**Routing congestion**

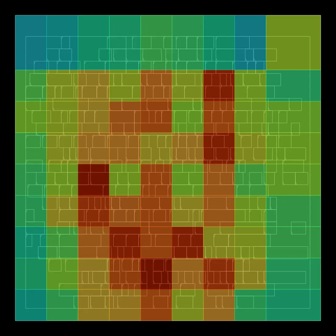
**Signal wires on met3**

Bar = 20 um.
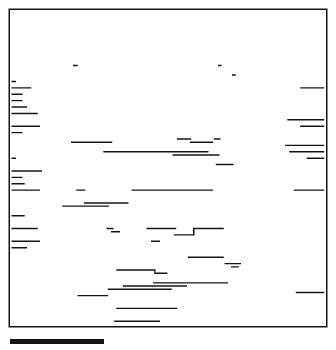
**Register map, names as in the netlist**

Other sequential cells in the stronger grey, the rest of the logic in the fainter grey.
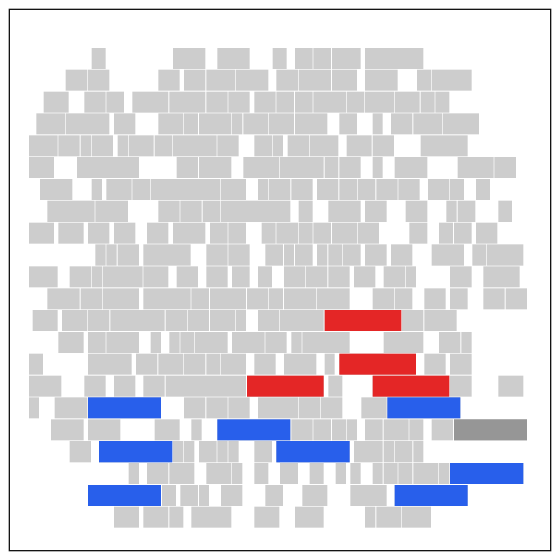
**Logic cells by family**

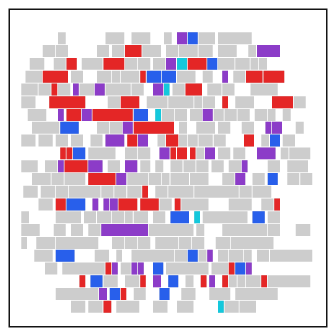
**The metal 2 layer**

Cells faint in the background.
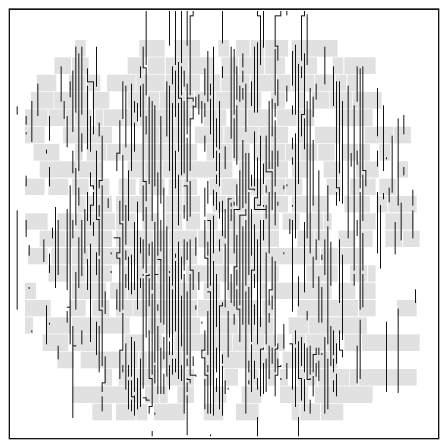
Design mips_multicycle_ctrl_flat, sky130hd; sources not shown.
==> flow_summary.json <==
{
  "die_h_um": 67.2,
  "track_usage_pct": 24.0,
  "place_inst": 325,
  "cp-end-kind": "output port",
  "rows": 22,
  "clock.fmax_ghz": 0.471,
  "numCtsBuffers": 3,
  "path_buffers": 1,
  "grt_max_degree": 17,
  "die_area_um2": 4520,
  "core_um2": 3740,
  "drc": 0,
  "min_period_ps": 2120,
  "n_fill_cell": 295,
  "cts_tree": "built",
  "nets": 317,
  "violations": "negative setup slack",
  "synthMuxAreaShare_pct": 1.43,
  "cts_resized": 161,
  "finalClockSkew_ps": 3.79,
  "htree_levels": 1,
  "simple_gate_share_pct": 37.4,
  "initialDrtViolationCount": 92,
  "crit_type": "reg2out",
  "crit_path_top_delay_cell": "dfrtp_2",
  "holdWs_ps": 358,
  "setup_viol": 9,
  "path_clk_slew_ps": 60,
  "grt.overflow.total": 0,
  "yosys-top-cells-count": "nor2_1, nand2_1, a21oi_1, dfrtp_1, o21ai_0",
  "vdd.ir_drop.worst_mv": 0.383,
  "clockBufferDepth": 2,
  "postSynthSeqShare_pct": 23.3,
  "syn2layout_area_growth_pct": 92.9,
  "warnings": 29,
  "dp_hpwl_um": 3660,
  "viasPerCell": 5.48,
  "die_w_um": 67.2,
  "grt_pass1_vias": 1908,
  "layout_setup_ws_ps": -274,
  "ys_warn_count": 0,
  "yosys.area_share.aoi_pct": 22.5,
  "tns_ps": -1180,
  "synth.area.top_cells": "dfrtp_1, nor2_1, nand2_1",
  "clock_latency_ps": 250,
  "grt_pass1_wl_um": 8470,
  "io_pins": 41,
  "cts.sinks": 13,
  "antenna_found_initial": 0,
  "grt_setup_unrepaired": "yes",
  "reg2reg_slack_ps": 120,
  "wl_per_cell_um": 16.0,
  "reg2reg_depth": 5,
  "synth_cell_type_count": 50,
  "start_kind": "register",
  "power_leakage_nw": 1.24,
  "p_total_mw": 2.73,
  "ys_cells": 195,
  "xor_area_share_pct": 7.51,
  "synth.largest_area_cell": "dfrtp_1",
  "critPathRequiredTime_ps": 1480,
  "diodes": 0,
  "synth_chip_area_um2": 1400,
  "final_layout_size_suffix_gt1_share_pct": 54.8,
  "grt_most_used_layer": "met2",
  "edf_count": 0,
  "status": "complete, but fails checks",
  "cp.depth": 6,
  "critical_path_peak_fanout": 3,
  "holdBufCountCts": 0,
  "synthCells": 195,
  "post-route-period-util_pct": 115,
  "cts_setup_buffers": 13,
  "netlist_logic_family_top": "simple AND/OR/NAND/NOR gates",
  "power_density_nw_per_um2": 1010,
  "placed_area_um2": 2270,
  "most-common-layout-cells": "buf_4, nor2_1, buf_6",
  "yosysTopAreaCellShare_pct": 23.3,
  "stdcell_area_um2": 2700,
  "root_buffer": "clkbuf_8",
  "worstPathArrival_ps": 1750,
  "drt_pass1_iterations": 4,
  "largest_reg_flops": 8,
  "numPortBuffers": 39,
  "ys.flop_type": "dfrtp_1",
  "ys_sh_adder_pct": 0.894,
  "ant_nets": 0,
  "ys.flops": 13,
  "preCtsSetupSlack_ps": -1010,
  "postSynthAreaPerCell_um2": 7.17,
  "fp_util_pct": 37.4,
  "finalHoldViolCount": 0,
  "synth_nets": 212,
  "critPathMaxStageDelay_ps": 410,
  "worstHoldPathType": "in2async",
  "critPathTopFamily": "simple AND/OR/NAND/NOR gates",
  "drv_slew": 0,
  "async_reset_ff_share_pct": 100,
  "crit_chain": "and2b_1 > nand2_2 > nand4bb_4 > or3_4 > o21ai_4 > buf_6",
  "yosysMostFrequentCell": "nor2_1",
  "mappedNetlistArea_um2": 1400,
  "cap_violations": 0
}
About 'routing congestion':
met1 Use GR: 30.5%
met3 usage: 2.33%
met2 Use GR: 42.8%

About 'signal wires on met3':
wire length on this layer: 313 um
main direction: horizontal
nets with wire on the layer: 47
Vias: 1902
routed wire length: 5550 um

About 'register map, names as in the netlist':
legend:
  blue:
    name_in_the_netlist: `u_core.u_watchdog.cnt_q`
    placed_flops: 8
  red:
    name_in_the_netlist: `u_core.state`
    placed_flops: 4
not coloured: 1
FF+latch area: 330 um2
fin util: 72.1%
sequential cell area share: 12.2%

About 'logic cells by family':
legend:
  purple:
    family: nand cells
    cells: 36
    most_used: nand2_1
  red:
    family: nor cells
    cells: 42
    most_used: nor2_1
  cyan:
    family: inv cells
    cells: 5
    most_used: inv_1
  blue:
    family: and/or cells
    cells: 20
    most_used: and3_1
fin cells: 347
highest-count logic cell in the final layout: buf_4

About 'the metal 2 layer':
nets with wire on the layer: 285
wire length on this layer: 2840 um
longest straight run: 28.6 um

-- power by group --
group / internal (mW) / switching, mW / leakage [nW]
Combinational: 1.04 / 1.03 / 1.04
Sequential: 0.339 / 0.0674 / 0.172
Clock: 0.147 / 0.107 / 0.0269
-- tightest hold or removal path, delay by kind of cell --
kind / cells / cell delay (ps)
buffers and inverters: 3 / 580
-- per-layer routing --
layer  vias up  wire, um
li1        909         -
met1       905      2270
met2        74      2840
met3        14       313
met4         0       127
met5         -         0
-- layout make-up --
cell class                      count  area (um2)  share of cell area, %
Sequential cell                    13         330                   12.2
Multi-Input combinational cell    162        1280                   47.5
Clock buffer                        3        41.3                   1.53
Tap cell                           48        60.1                   2.23
Inverter                            5        21.3                  0.788
Clock inverter                      1        3.75                  0.139
Timing Repair Buffer              115         960                   35.6
Power figures rest on the tool's default switching activity, not on a simulated workload.
